Fig. 1: run 1, M1 wires
Scale bar: 20 um. Cells faint in the background.
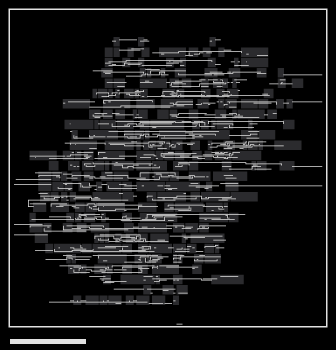
Fig. 2: run 1, the metal 2 layer
Cells faint in the background.
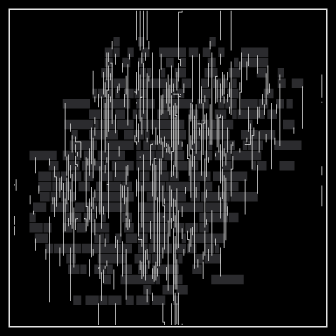
Fig. 3: run 1, M3 wires
Scale bar: 20 um. Cells faint in the background.
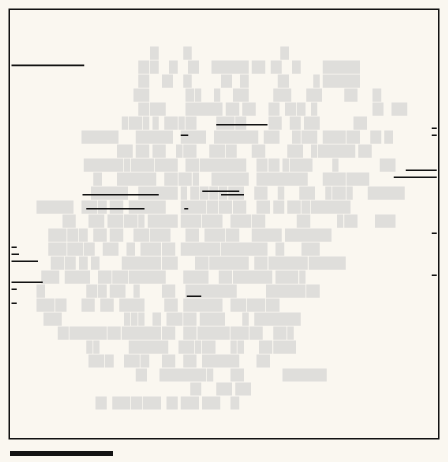
==> src/rtl/vga_timing_640_480.sv <==
// 640x480@60 Hz raster timing: pixel strobe, H/V phase FSMs, syncs, active-area indices.
// Optional `define VGA_TIMING_FRAME_CNT_EN adds a 16-bit wrapping frame counter output.
module vga_timing_640_480 #(
    parameter int CLK_DIV  = 4,
    parameter int H_ACTIVE = 640,
    parameter int H_FP     = 16,
    parameter int H_SYNC   = 96,
    parameter int H_BP     = 48,
    parameter int V_ACTIVE = 480,
    parameter int V_FP     = 10,
    parameter int V_SYNC   = 2,
    parameter int V_BP     = 33
) (
    input  logic        clk,
    input  logic        i_sclr,
    output logic        o_px_clk,
    output logic        o_hsync,
    output logic        o_vsync,
    output logic        o_haddr_enb,
    output logic        o_vaddr_enb,
    output logic        o_frame_en,
    output logic [9:0]  o_hidx,
    output logic [8:0]  o_vidx
`ifdef VGA_TIMING_FRAME_CNT_EN
    ,
    output logic [15:0] o_frame_cnt
`endif
);

    localparam int PW = (CLK_DIV > 1) ? $clog2(CLK_DIV) : 1;

    // Phase boundaries: last count value of each phase.
    localparam logic [9:0] H_ACT_END  = 10'(H_ACTIVE - 1);
    localparam logic [9:0] H_FP_END   = 10'(H_ACTIVE + H_FP - 1);
    localparam logic [9:0] H_SYNC_END = 10'(H_ACTIVE + H_FP + H_SYNC - 1);
    localparam logic [9:0] H_TOT_END  = 10'(H_ACTIVE + H_FP + H_SYNC + H_BP - 1);
    localparam logic [9:0] V_ACT_END  = 10'(V_ACTIVE - 1);
    localparam logic [9:0] V_FP_END   = 10'(V_ACTIVE + V_FP - 1);
    localparam logic [9:0] V_SYNC_END = 10'(V_ACTIVE + V_FP + V_SYNC - 1);
    localparam logic [9:0] V_TOT_END  = 10'(V_ACTIVE + V_FP + V_SYNC + V_BP - 1);

    typedef enum logic [1:0] {HS_ACT, HS_FP, HS_SYNC, HS_BP} hphase_t;
    typedef enum logic [1:0] {VS_ACT, VS_FP, VS_SYNC, VS_BP} vphase_t;

    logic [PW-1:0] pcnt;
    logic [9:0]    hcnt;
    logic [9:0]    vcnt;
    hphase_t       hphase, hphase_nxt;
    vphase_t       vphase, vphase_nxt;
    logic          tick;
    logic          h_end;
    logic          v_adv;

    assign tick  = (pcnt == PW'(CLK_DIV - 1));
    assign h_end = (hcnt == H_TOT_END);
    assign v_adv = tick && h_end;

    always_ff @(posedge clk) begin
        if (i_sclr) begin
            pcnt   <= '0;
            hcnt   <= '0;
            vcnt   <= '0;
            hphase <= HS_ACT;
            vphase <= VS_ACT;
        end else begin
            pcnt   <= tick ? '0 : pcnt + 1'b1;
            hphase <= hphase_nxt;
            vphase <= vphase_nxt;
            if (tick)
                hcnt <= h_end ? '0 : hcnt + 10'd1;
            if (v_adv)
                vcnt <= (vcnt == V_TOT_END) ? '0 : vcnt + 10'd1;
        end
    end

    always_comb begin
        hphase_nxt = hphase;
        if (tick) begin
            case (hphase)
                HS_ACT:  if (hcnt == H_ACT_END)  hphase_nxt = HS_FP;
                HS_FP:   if (hcnt == H_FP_END)   hphase_nxt = HS_SYNC;
                HS_SYNC: if (hcnt == H_SYNC_END) hphase_nxt = HS_BP;
                HS_BP:   if (hcnt == H_TOT_END)  hphase_nxt = HS_ACT;
                default: hphase_nxt = HS_ACT;
            endcase
        end
    end

    // Vertical phase only moves on the last pixel of a line.
    always_comb begin
        vphase_nxt = vphase;
        if (v_adv) begin
            case (vphase)
                VS_ACT:  if (vcnt == V_ACT_END)  vphase_nxt = VS_FP;
                VS_FP:   if (vcnt == V_FP_END)   vphase_nxt = VS_SYNC;
                VS_SYNC: if (vcnt == V_SYNC_END) vphase_nxt = VS_BP;
                VS_BP:   if (vcnt == V_TOT_END)  vphase_nxt = VS_ACT;
                default: vphase_nxt = VS_ACT;
            endcase
        end
    end

    assign o_px_clk    = tick;
    assign o_haddr_enb = (hphase == HS_ACT);
    assign o_vaddr_enb = (vphase == VS_ACT);
    assign o_hsync     = (hphase != HS_SYNC);
    assign o_vsync     = (vphase != VS_SYNC);
    assign o_hidx      = o_haddr_enb ? hcnt : '0;
    assign o_vidx      = o_vaddr_enb ? vcnt[8:0] : '0;
    assign o_frame_en  = v_adv && (vcnt == V_TOT_END);

`ifdef VGA_TIMING_FRAME_CNT_EN
    logic [15:0] frame_cnt;

    always_ff @(posedge clk) begin
        if (i_sclr)
            frame_cnt <= '0;
        else if (o_frame_en)
            frame_cnt <= frame_cnt + 16'd1;
    end

    assign o_frame_cnt = frame_cnt;
`endif

endmodule

==> config.mk <==
export PLATFORM = sky130hd
export DESIGN_NAME = vga_timing_640_480
export DESIGN_NICKNAME = d
export VERILOG_FILES = /design/src/rtl/vga_timing_640_480.sv
export SDC_FILE = /design/constraint.sdc
export NUM_CORES = 1
export LEC_CHECK = 0
export CAP_MARGIN = 40
export CORE_MARGIN = 5
export CORE_UTILIZATION = 30
export DETAILED_ROUTE_END_ITERATION = 6
export PLACE_DENSITY_LB_ADDON = 0.25
export SLEW_MARGIN = 30
export SYNTH_ARGS = -nofsm -noshare
export SYNTH_HDL_FRONTEND = slang
export SYNTH_SLANG_ARGS = --single-unit
==> constraint.sdc <==
create_clock -name clk -period 1.8 [get_ports clk]
set_clock_uncertainty 0.1 [all_clocks]
set_input_delay 0.18 -clock clk [delete_from_list [all_inputs] [get_ports clk]]
set_output_delay 0.18 -clock clk [all_outputs]
set_load 0.02 [all_outputs]
==> metrics.cfg, run 1 <==
[critical_path]
path_max_fanout=3
start_kind=register
rr_startpoint=hcnt[0]
crit_required_ns=1.93
crit_chain=ha_4 -> nand4_1 -> or3_4 -> buf_4 -> a2111oi_4 -> and2_4 -> o21a_1
worst_ep_arrival_time_ns=2.06
crit_path_end_kind=register
crit_slowest_cell=or3_4
cpPeakStageDelay_ns=0.40
timing.critical_path.from=hcnt[0]
setup.worst_path.class=register to register

[pwr]
p_clk_frac=0.376
power_density_mw_per_mm2=408
p_sw_uw=228
p_seq_frac=0.571
intPower_uw=804
finalPower_uw=1030
leakagePower_uw=0.00103
combPwrFrac=0.053
switching_share=0.221
ir_drop_v=0.000295

[global_route]
grt_overflow_total=0
busiest_layer=met2
use_met2=0.207
grt_antenna_before_repair=0
grt_pass1_vias=1498
track_usage=0.124
grt_max_degree=15
grt_pass1_wl_mm=7.09

[timing]
max_freq_ghz=0.517
setup_viol=5
maxSlewViolCount=0
layout_min_cycle_time_ns=1.93
slew_headroom=0.675
worstMarginPinSlew_ns=0.484
worst_slack_ns=-0.134
hold_ws_ns=0.332
period_used_share=1.07
finalHoldViolCount=0
grt_setup_unrepaired=true

[floorplan]
ios=27
die_y_um=83.2
design.core.area_mm2=0.00514
fp_util=0.313
die_area_mm2=0.00692
rows=26
dieWidth_um=83.2

[route]
wire_per_inst_um=13.4
drt-pass1-iter-count=6
drtIter0Drc=51
ant_nets=0
drc=0
vias_per_cell=4.67

[hold_path]
worstHoldStart=pcnt[0]
hold_path.class=register to register

[finish]
fin_cells=328
design_area_mm2=0.00253
antenna_cells=0
final_nets=274
syn_to_final_growth_pct=57.3
drive_gt1_frac=0.411

[synthesis]
synthesis.area_mm2=0.00161
syn_inst=187
synth_cell_type_count=39
yosysSeqAreaShare=0.324
synth_nets=202
yosys-top-cells-area=dfxtp_1 32%, ha_1 10%, and2_1 7.4%
synth-async-reset-ratio=0
synth-edff-count=0
yosysMostFrequentCell=dfxtp_1
ys_ff=26
top_cells_by_count=26 x dfxtp_1, 19 x and2_1, 17 x nor2_1
ys_cells=187
synth.top_cell.area_share=0.324
synth_area_per_cell_um2=8.59
yosys_warnings=0
top_area_cell=dfxtp_1
synthFlopType=dfxtp_1
yosys_area_mm2=0.00161

[place]
dp.cells=316
place_congestion=0.829
place_area_mm2=0.00227
placement.io_buffers=26
hpwl_mm=3.14
place_ws_ns=-0.237

[run_status]
status=finished, violations left
violations=negative setup slack

[clock_tree]
cts_hold_buf=0
htreeDepth=1
root_buffer=clkbuf_8
cts_max_path_buffers=2
cts_made_buffers=3
worstSkewPairLatency_ns=0.28
cts_tree=yes
cts.sinks=26
clkSlewWorstSetupHoldPaths_ns=0.09

[run]
warning_count=37
maxCapViolations=0

Notes on Fig. 1 above:
longest straight run	29.0 um
nets with wire on the layer	253
main direction	horizontal
met1 Use GR: 0.162
Routed WL: 4.39 mm
Via Count: 1,532

Notes on Fig. 2 above:
wire length on this layer	2,090 um
longest straight run	34.7 um
share of all routed wire	48%
main direction	vertical
nets with wire on the layer	223

Notes on Fig. 3 above:
wire length on this layer	94.2 um
nets with wire on the layer	18
main direction	horizontal
longest straight run	14.5 um
share of all routed wire	2.1%
met3 GRT Util: 0.0178

[run 1: power groups by stage]
stage                     Sequential (uW)  Combinational (uW)  Clock (uW)
after floorplan                       604                37.5           0
after global placement                603                55.0           0
after detailed placement              603                56.2           0
after CTS                             591                54.2         401
after global routing                  591                61.9         417
final                                 590                54.6         388
[run 1: metal layers]
metal  vias up  share of wire  wire length [um]
met1       710           0.49              2160
li1        791              -                 -
met4         0          0.013                56
met3         5          0.021                94
met2        26           0.47              2090
met5         -              0                 0
[run 1: worst paths after layout]
path               endpoint  slack [ns]  depth (start not counted)
hold / removal      pcnt[0]        0.33                          1
setup reg to reg  vphase[0]       -0.13                          7
hold reg to reg     pcnt[0]        0.33                          1
setup / recovery  vphase[0]       -0.13                          7
[run 1: area by class of cell]
| class | count | area, um^2 |
|---|---|---|
| multi-input combinational | 141 | 1200 |
| clock buffer | 4 | 55.1 |
| timing repair buffer | 77 | 612 |
| sequential | 26 | 537 |
| inverter | 10 | 37.5 |
| tap | 70 | 87.6 |
| fill | 532 | 2610 |
[run 1: timing repair]
item,CTS,global route
pin swaps,8,9
resized,58,47
gates cloned,0,0
setup buffers,2,6
endpoints found under the setup margin,29,28
[run 1: flip-flops by register name, indices dropped and copies added (netlist names)]
name	flops
hphase	2
vcnt	10
pcnt	2
vphase	2
hcnt	10
[run 1: cells in the final DEF (no fill, tap or decap), drive strengths merged, types with 5 or more instances in the layout]
master / instances
a21oi: 6
and2: 20
and3: 5
buf: 52
clkbuf: 15
clkdlybuf4s15: 9
dfxtp: 26
ha: 13
inv: 10
nand2: 7
nand3: 10
nand4: 6
nand4b: 5
nor2: 17
nor3: 9
o31ai: 5
xor2: 13
[run 1: logic make-up (layout without fill, tap and decap cells)]
group                    Yosys count  after routing  share of synthesized area
XOR/XNOR                          17             17                     0.0927
flip-flops                        26             26                      0.324
AND-OR/OR-AND                     17             17                     0.0872
buffers and inverters             20             91                     0.0545
adder cells (fa/ha/maj)           13             13                      0.101
AND/OR/NAND/NOR                   94             94                      0.340
[run 1: worst max-delay path: cells and delay by family, from the launching register on]
family | cells | cell delay, ns
compound gates | 2 | 0.37
fa+ha+maj | 1 | 0.14
buf+inv | 1 | 0.16
flops | 1 | 0.37
simple gates | 3 | 0.73
[run 1: through the flow]
step | TNS (ns) | utilization
after floorplan | -0.765 | -
after global placement | -1.27 | 0.442
after detailed placement | -1.41 | 0.442
after CTS | -0.380 | 0.470
after global routing | -1.49 | 0.492
final | -0.466 | 0.492
==> inputs of run 2 (changes only) <==
--- a/config.mk
+++ b/config.mk
@@ -6,9 +6,12 @@
 export NUM_CORES = 1
 export LEC_CHECK = 0
 export CAP_MARGIN = 40
+export CELL_PAD_IN_SITES_DETAIL_PLACEMENT = 1
+export CELL_PAD_IN_SITES_GLOBAL_PLACEMENT = 1
 export CORE_MARGIN = 5
 export CORE_UTILIZATION = 30
 export DETAILED_ROUTE_END_ITERATION = 6
+export HOLD_SLACK_MARGIN = 0.08
 export PLACE_DENSITY_LB_ADDON = 0.25
 export SLEW_MARGIN = 30
 export SYNTH_ARGS = -nofsm -noshare
==> run 2 against run 1 <==
Die size stayed put. Via count up 3.1%. Final cell count unchanged. Setup slack worse by 0.0026 ns. Synthesized cell count unchanged. Clock-buffer cell count fell by 1. Largest power group unchanged. The flow still finishes with violations (negative setup slack). First-iteration DRC count shrank 31%. Routed wire length grew 14%. Core utilization shrank 1.2 points. Synthesized area did not move.
==> metrics.cfg, run 2 <==
[run_status]
status=finished, violations left
violations=negative setup slack

[global_route]
grt_pass1_wl_mm=8.11
track_usage=0.138
grt_pass1_vias=1711
grt_antenna_before_repair=0
grt_max_degree=19
grt_overflow_total=0

[pwr]
power_density_mw_per_mm2=467
intPower_uw=909
p_clk_frac=0.437
p_seq_frac=0.514
ir_drop_v=0.000323
combPwrFrac=0.049
leakagePower_uw=0.00104
p_sw_uw=242
switching_share=0.211

[place]
placement.io_buffers=26
dp.cells=310
place_congestion=0.700
place_area_mm2=0.00222
hpwl_mm=3.29

[route]
wire_per_inst_um=15.2
vias_per_cell=4.82
drtIter0Drc=35
ant_nets=0
drt-pass1-iter-count=4
drc=0

[synthesis]
simple_gate_share=0.340
yosysSeqAreaShare=0.324
synthFlopType=dfxtp_1
syn_inst=187
yosys-top-cells-area=dfxtp_1 32%, ha_1 10%, and2_1 7.4%
top_cells_by_count=26 x dfxtp_1, 19 x and2_1, 17 x nor2_1
synth-async-reset-ratio=0
synth-edff-count=0
logic_family=simple AND/OR/NAND/NOR gates
synth_area_per_cell_um2=8.59
xor_area_frac=0.0927
synth.top_cell.area_share=0.324
ys_sh_adder=0.101
synthesis.area_mm2=0.00161
yosys_area_mm2=0.00161
synth_nets=202
ys_cells=187
yosysMostFrequentCell=dfxtp_1
synthMuxAreaShare=0
ys_ff=26
synth_cell_type_count=39
top_area_cell=dfxtp_1
synthAoiAreaFrac=0.0872
yosys_warnings=0

[finish]
antenna_cells=0
layout_top_cells=47 x buf_4, 18 x and2_1, 17 x dfxtp_1
drive_gt1_frac=0.415
reg_top3=hcnt: 10 flops, vcnt: 10 flops
design_area_mm2=0.00247
fin_cells=328
syn_to_final_growth_pct=53.5
final_common_cell=buf_4
final_nets=274
fill_cells=657

[critical_path]
setup.worst_path.class=register to register
rr_endpoint=hphase[1]
worst_ep_arrival_time_ns=2.04
ff2ff_path_depth=6
start_kind=register
ff2ff_setup_slack_ns=-0.14
rr_startpoint=hcnt[0]
crit_required_ns=1.90
crit_slowest_cell=or4b_4
cpPeakStageDelay_ns=0.49
path_max_fanout=5
crit_path_end_kind=register
crit_chain=ha_4 -> nand3_4 -> o41ai_4 -> a21oi_2 -> or4b_4 -> o31ai_2

[clock_tree]
cts_max_path_buffers=2
root_buffer=clkbuf_8
worstSkewPairLatency_ns=0.28
cts_tree=yes
cts_made_buffers=3
clkSlewWorstSetupHoldPaths_ns=0.10
htreeDepth=1
cts.sinks=26

[timing]
slew_headroom=0.701
layout_min_cycle_time_ns=1.94
worstMarginPinSlew_ns=0.445
maxSlewViolCount=0
max_freq_ghz=0.516
period_used_share=1.08
finalHoldViolCount=0
setup_tns_ns=-0.533
grt_setup_unrepaired=true
setup_viol=6
worst_slack_ns=-0.136

[floorplan]
design.core.area_mm2=0.00514
rows=26
die_y_um=83.2
die_area_mm2=0.00692
fp_util=0.313
dieWidth_um=83.2
ios=27

[hold_path]
worstHoldStart=pcnt[0]
hold_path.class=register to register
hold_path_end=pcnt[0]
whs_path_depth=1

[run]
maxCapViolations=0
warning_count=37

run 2: worst max-delay path by stage:
stage,startpoint,end,slack [ns],depth (start not counted)
2_1_floorplan,pcnt[1],vphase[1],-0.08,7
3_3_place_gp,hcnt[0],o_frame_en,-0.23,5
3_5_place_dp,hcnt[0],o_frame_en,-0.28,5
4_1_cts,hcnt[0],o_frame_en,-0.13,5
5_1_grt,vcnt[1],vphase[1],-0.21,8
6_report,hcnt[0],hphase[1],-0.14,6
run 2: per-stage QoR:
step | setup WS [ns] | power, uW | util | hold slack [ns]
global route | -0.213 | 1200 | 0.480 | 0.349
floorplan | -0.0833 | 641 | - | 0.264
CTS | -0.127 | 1160 | 0.467 | 0.333
global placement | -0.230 | 658 | 0.431 | 0.314
detailed placement | -0.277 | 659 | 0.431 | 0.318
finish | -0.136 | 1150 | 0.480 | 0.332
run 2: kinds of logic (layout without fill, tap and decap cells):
kind of cell	after synthesis	after routing
compound gates	17	17
xor+xnor	17	17
fa+ha+maj	13	13
buf+inv	20	91
flops	26	26
simple gates	94	94
run 2: per-layer routing:
metal,vias to the layer above,GRT usage,wire length (um)
li1,785,-,-
met1,767,0.185,2320
met2,21,0.229,2500
met3,7,0.0228,101
met4,0,0.0371,82
met5,-,0,0
run 2: timing repair:
action | 4_1_cts | 5_1_grt
cloned | 0 | 1
setup endpoints to repair | 37 | 35
endpoints found under the hold margin | 0 | 0
gates resized | 61 | 34
hold buffers | 0 | 0
pin swaps | 9 | 7
setup buffers | 6 | 7
run 2: layout make-up:
type | count | area (um^2) | share of cell area
Clock inverter | 1 | 30.0 | 0.0122
Sequential cell | 26 | 532 | 0.216
Inverter | 10 | 37.5 | 0.0152
Clock buffer | 3 | 41.3 | 0.0167
Multi-Input combinational cell | 141 | 1170 | 0.473
Tap cell | 70 | 87.6 | 0.0355
Timing Repair Buffer | 77 | 572 | 0.232
run 2: worst max-delay path: cells and delay by family (launching register included):
| family | cells | cell delay, ns |
|---|---|---|
| and+or+nand+nor | 2 | 0.63 |
| adders and majority gates | 1 | 0.17 |
| DFF | 1 | 0.37 |
| AOI/OAI and AO/OA | 3 | 0.59 |
run 2: power groups by stage:
stage | Clock (uW) | Combinational [uW] | Sequential (uW)
floorplan | 0 | 37.5 | 604
global placement | 0 | 54.9 | 603
detailed placement | 0 | 55.6 | 604
CTS | 511 | 54.4 | 592
global route | 540 | 64.0 | 593
finish | 503 | 56.8 | 592
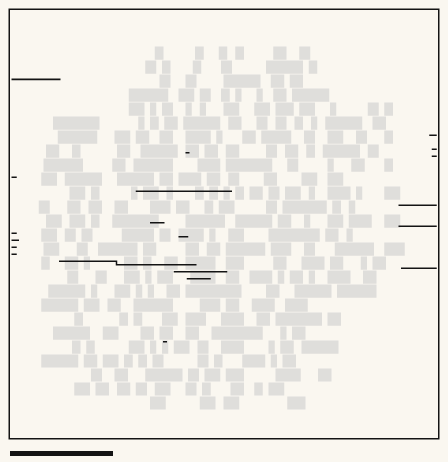
Fig. 4. M3 wires (run 2).
Scale bar: 20 um. Cells faint in the background.
met3 GRT Util: 0.0228
Routed WL: 5.00 mm
Via Count: 1,580

Power and IR drop assume default switching activity.
